`config.mk`:
```
export PLATFORM = sky130hd
export DESIGN_NAME = prog_mem_loader
export DESIGN_NICKNAME = d
export VERILOG_FILES = /design/src/rtl/prog_mem_loader.sv
export SDC_FILE = /design/constraint.sdc
export NUM_CORES = 1
export LEC_CHECK = 0
export CAP_MARGIN = 10
export CORE_ASPECT_RATIO = 1.4
export CORE_MARGIN = 2
export CORE_UTILIZATION = 60
export CTS_BUF_LIST = sky130_fd_sc_hd__clkbuf_16
export DETAILED_ROUTE_END_ITERATION = 10
export HOLD_SLACK_MARGIN = 0.12
export PLACE_DENSITY_LB_ADDON = 0.12
export REMOVE_ABC_BUFFERS = 1
export SETUP_SLACK_MARGIN = 0.15
export SLEW_MARGIN = 20
export SYNTH_ARGS = -nofsm -noshare
export SYNTH_HDL_FRONTEND = slang
export SYNTH_SLANG_ARGS = --single-unit
export TNS_END_PERCENT = 100
```
`constraint.sdc`:
```
create_clock -name clk -period 7.4 [get_ports clk]
set_clock_uncertainty 0.15 [all_clocks]
set_input_delay 1.11 -clock clk [delete_from_list [all_inputs] [get_ports clk]]
set_output_delay 1.11 -clock clk [all_outputs]
set_load 0.01 [all_outputs]
```
`src/rtl/prog_mem_loader.sv`:
```
// Serial program loader: takes a framed byte stream (count, word pairs, checksum)
// and writes it into CPU program memory while holding the CPU halted.
module prog_mem_loader #(
  parameter int ADDR_W  = 6,
  parameter int INS_W   = 13,
  parameter int DEPTH   = 64,
  parameter int TIMEOUT = 255
) (
  input  logic              clk,
  input  logic              rst_n,
  input  logic              load_start,
  input  logic [7:0]        rx_data,
  input  logic              rx_valid,
  output logic              rx_ready,
  output logic              pm_we,
  output logic [ADDR_W-1:0] pm_waddr,
  output logic [INS_W-1:0]  pm_wdata,
  output logic              cpu_halt,
  output logic              cpu_pc_rst,
  output logic              busy,
  output logic              done,
  output logic              err
);

  // Word counter must hold DEPTH itself after the final increment.
  localparam int CNT_W  = $clog2(DEPTH + 1);
  localparam int IDLE_W = $clog2(TIMEOUT + 1);

  typedef enum logic [2:0] {IDLE, COUNT, LO, HI, WRITE, CSUM, DONE, ERR} state_t;

  state_t            state, nxt;
  logic [7:0]        n_words;
  logic [7:0]        lo_byte;
  logic [7:0]        xsum;
  logic [CNT_W-1:0]  wcnt;
  logic [IDLE_W-1:0] idle_cnt;
  logic              accept, rx_state, timed_out, count_bad, hi_bad, last_word;

  assign accept    = rx_valid && rx_ready;
  assign rx_state  = state inside {COUNT, LO, HI, CSUM};
  assign timed_out = rx_state && !accept && (idle_cnt == IDLE_W'(TIMEOUT - 1));
  assign count_bad = (rx_data == 8'd0) || (int'(rx_data) > DEPTH);
  assign hi_bad    = (rx_data >> (INS_W - 8)) != 8'd0;
  assign last_word = (int'(wcnt) + 1) == int'(n_words);

  always_comb begin
    nxt = state;
    case (state)
      IDLE:  if (load_start) nxt = COUNT;
      COUNT: if (accept) nxt = count_bad ? ERR : LO;
             else if (timed_out) nxt = ERR;
      LO:    if (accept) nxt = HI;
             else if (timed_out) nxt = ERR;
      HI:    if (accept) nxt = hi_bad ? ERR : WRITE;
             else if (timed_out) nxt = ERR;
      WRITE: nxt = last_word ? CSUM : LO;
      CSUM:  if (accept) nxt = (rx_data == xsum) ? DONE : ERR;
             else if (timed_out) nxt = ERR;
      DONE:  nxt = IDLE;
      ERR:   if (load_start) nxt = COUNT;
      default: nxt = IDLE;
    endcase
  end

  // Outputs are decoded from the next state so they are registered yet line up with the state.
  always_ff @(posedge clk or negedge rst_n) begin
    if (!rst_n) begin
      state      <= IDLE;
      rx_ready   <= 1'b0;
      pm_we      <= 1'b0;
      pm_waddr   <= '0;
      pm_wdata   <= '0;
      cpu_halt   <= 1'b0;
      cpu_pc_rst <= 1'b0;
      busy       <= 1'b0;
      done       <= 1'b0;
      err        <= 1'b0;
      n_words    <= '0;
      lo_byte    <= '0;
      xsum       <= '0;
      wcnt       <= '0;
      idle_cnt   <= '0;
    end else begin
      state      <= nxt;
      rx_ready   <= nxt inside {COUNT, LO, HI, CSUM};
      pm_we      <= (nxt == WRITE);
      cpu_halt   <= (nxt != IDLE);
      busy       <= (nxt != IDLE) && (nxt != ERR);
      done       <= (nxt == DONE);
      cpu_pc_rst <= (nxt == DONE);
      err        <= (nxt == ERR);
      idle_cnt   <= (accept || !rx_state || nxt != state) ? '0 : idle_cnt + 1'b1;

      if (nxt == COUNT && state != COUNT) begin
        xsum <= '0;
        wcnt <= '0;
      end
      if (accept && state != CSUM)
        xsum <= xsum ^ rx_data;

      if (accept && state == COUNT) begin
        n_words <= rx_data;
        wcnt    <= '0;
      end
      if (accept && state == LO)
        lo_byte <= rx_data;
      if (accept && state == HI && !hi_bad) begin
        pm_waddr <= wcnt[ADDR_W-1:0];
        pm_wdata <= {rx_data[INS_W-9:0], lo_byte};
      end
      if (state == WRITE)
        wcnt <= wcnt + 1'b1;
    end
  end

endmodule
```
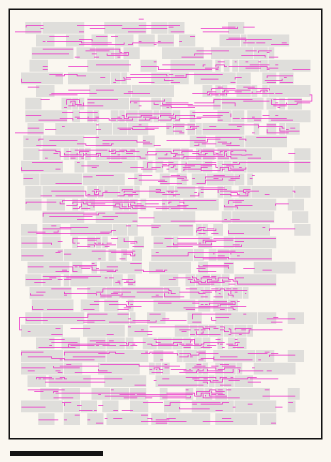
(images/layer_met1.png)
Bar = 20 µm. Cells faint in the background.
nets with wire on the layer: 317
share of all routed wire: 42%
drt total wl: 6630 µm
vias: 2,436
GR Util met1: 31.4%

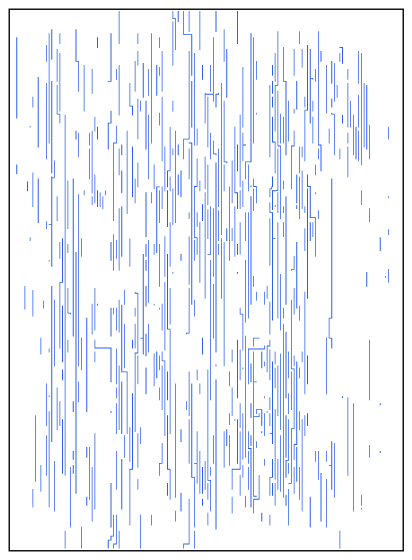
(images/layer_met2.png)
share of all routed wire: 51%
nets with wire on the layer: 327
wire length on this layer: 3,390 µm
longest straight run: 61.5 µm
main direction: vertical
GR Layer Usage met2: 38.5%

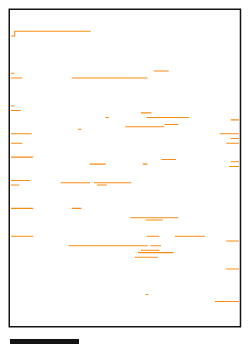
(images/layer_met3.png)
Bar = 20 µm.
share of all routed wire: 4.0%
main direction: horizontal
longest straight run: 22.8 µm
wire length on this layer: 265 µm
nets with wire on the layer: 37
met3 Resource Use GR: 5.89%

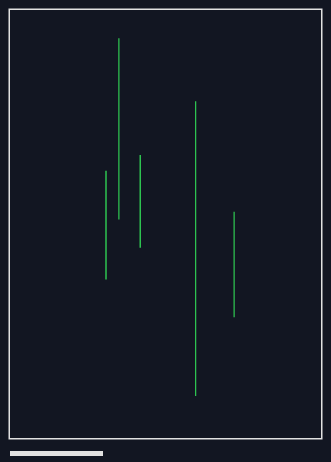
(images/layer_met4.png)
Bar = 20 µm.
nets with wire on the layer: 5
longest straight run: 63.2 µm

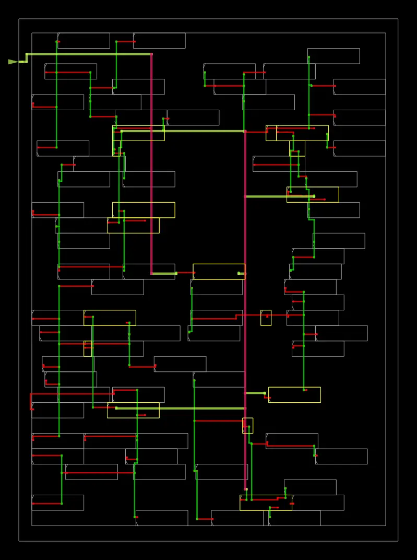
(images/clocks.png)
CTS sink count: 67
number of clock-tree buffers in the layout: 9
seq_cells: 67
CTS Buf Count: 9

==> out/metrics.yaml <==
layout.nets: 360
ant_nets: 0
drive_gt1_share_pct: 18.3
track_usage_pct: 24.7
h-tree-depth: 3
met1Wirelength_um: 2820
fp_util_pct: 61.3
top_area_share_pct: 50.2
area_leaders: "dfrtp_1 50%, mux2_2 12%, xnor2_1 3.7%"
num_rows: 32
final_hold_viol_count: 0
cpPeakStageDelay_ns: 0.86
clk_pin_slew_ns: 0.05
rsz0062_at_grt: "false"
yosys_area_um2: 3340
crit_slowest_cell: "nor3_4"
core_um2: 5450
drt_iter0_drc: 166
drc: 0
hold_buffers: 0
cp_common_cell: "or4_1"
period_used_pct: 57.7
post_cts_buffers: 0
final_max_slew_viol_count: 0
grt_pass1_wl_um: 11400
io-pin-count: 38
numSynthFlops: 67
ys_types: 51
worst_slew_pin_slew_ns: 1.05
antenna_cells: 0
ys_cells: 307
busiest_layer: "met2"
worst_ep_arrival_time_ns: 4.33
critPathTopFamily: "simple AND/OR/NAND/NOR gates"
dieArea_um2: 6180
globalplace.congestion: 0.866
grt_max_degree: 68
syn_avg_cell_area_um2: 10.9
route.met2.wl_um: 3380
syn-cell-area_um2: 3340
yosysWarnings: 0
die_y_um: 92.3
top_layer_used: "met4"
overflow: 0
yosysTopAreaCell: "dfrtp_1"
worstSkewPairLatency_ns: 0.33
areaGrowthSynthToFinish_pct: 20.7
dr.pass1.iters: 4
tritoncts: "done"
warnings: 26
hold_path.class: "register to register"
finalSetupViolations: 0
synth_top_flop_cell: "dfrtp_1"
edf_count: 0
crit_buf_inv: 1
cts_root_buffer: "clkbuf_16"
synthCells: 307
status: "complete, no violations"
cp-start-kind: "input port"
numPortBuffers: 37
finalPower_mw: 1.70
period_needed_ns: 4.27
wl_per_cell_um: 15.9
vias_per_cell: 5.83
critical_path_class: "input port to register"
crit_fanout: 20
p_leak_nw: 1.72
p_per_area_nw_per_um2: 421
ys_seq_share_pct: 50.2
hpwl_um: 4510
antenna_found_initial: 0
ir_worst_vdd_mv: 0.253
worstPathRequired_ns: 7.46
grt_pass1_vias: 2429
final timing paths:
check,from,depth (start not counted),slack (ns),end
setup / recovery,rx_data[4],7,3.13,pm_waddr[0]
hold / removal,pm_waddr[2],1,0.35,pm_waddr[2]
setup reg to reg,state[0],7,3.92,pm_waddr[0]
hold reg to reg,pm_waddr[2],1,0.35,pm_waddr[2]
max in group asynchronous,rst_n,2,5.74,state[0]
min in group asynchronous,rst_n,2,0.79,pm_waddr[4]
final cells by class:
type                       instances  area [µm²]
fill                             393        1420
clock buffer                       9         225
multi-input combinational        213        1540
timing repair buffer              40         388
tap                               68        85.1
inverter                          14        52.6
sequential                        67        1680
clock inverter                     7        60.1
stage by stage:
step / area, µm² / utilization [%] / std cells / setup WS (ns) / hold WS [ns]
2_1_floorplan: 3270 / - / 294 / 3.82 / 0.325
3_3_place_gp: 3740 / 68.7 / 402 / 2.86 / 0.328
3_5_place_dp: 3740 / 68.7 / 402 / 2.81 / 0.342
4_1_cts: 4030 / 74.0 / 418 / 3.15 / 0.357
5_1_grt: 4030 / 74.0 / 418 / 2.93 / 0.363
6_report: 4030 / 74.0 / 418 / 3.13 / 0.352
power by group:
part	total, mW	switching (mW)	leakage (nW)	internal (mW)
combinational	0.671	0.320	0.723	0.351
clock	0.403	0.147	0.144	0.256
sequential	0.623	0.115	0.852	0.508
total	1.70	0.582	1.72	1.11
sequential cells by signal, indices dropped and copies added (netlist names):
signal    count
busy          1
cpu_halt      1
done          1
err           1
idle_cnt      8
lo_byte       8
n_words       8
pm_waddr      6
pm_wdata     13
pm_we         1
rx_ready      1
state         3
wcnt          7
xsum          8
cells in the final DEF (no fill, tap or decap), types with 2 or more instances in the layout:
cell type	n
a21oi_1	11
and2_1	7
clkbuf_16	9
a41oi_1	2
mux2_2	35
ha_1	3
nor4_1	2
dfrtp_1	67
nand3_1	11
o21ai_0	7
a31oi_1	3
xnor2_1	14
nor3_1	2
or4_1	2
or2_2	2
clkdlybuf4s50_1	36
or3_1	3
clkinv_2	3
a22oi_1	2
a2bb2oi_1	2
and4_1	2
nand2_1	23
nor2_1	22
o21ai_1	2
o22ai_1	7
o221ai_1	2
nand4_1	5
buf_4	3
o211ai_1	5
nand3_2	2
and3_1	2
nor2b_1	4
inv_1	15
xor2_1	6
a21o_1	2
nand2b_1	6
synthesized netlist by cell type, types with 2 or more instances:
cell and count:
inv_1 14, nand3_1 11, a2bb2oi_1 2, a21o_1 2, nand3_2 2, nand2b_1 6
clkbuf_1 9, or4_1 2, a21oi_1 11, o21ai_0 7, xor2_1 6, nand2_1 23
dfrtp_1 67, nor2_1 22, nor3_1 2, and4_1 2, o211ai_1 5, o22ai_1 7
nand4_1 5, xnor2_1 14, o21ai_1 2, or3_1 3, and3_1 2, buf_6 2
a41oi_1 2, ha_1 3, and2_1 7, nor2b_1 4, or2_2 2, nor4_1 2
o221ai_1 2, mux2_2 35, a31oi_1 3, a22oi_1 2
logic make-up after synthesis:
logic type / Yosys count / synth area share, %
xor+xnor: 20 / 5.25
fa+ha+maj: 3 / 1.12
buf+inv: 27 / 3.64
simple gates: 101 / 16.6
flops: 67 / 50.2
compound gates: 53 / 11.0
mux: 36 / 12.1
No activity file was given, so power comes from the tool's default toggle rates.
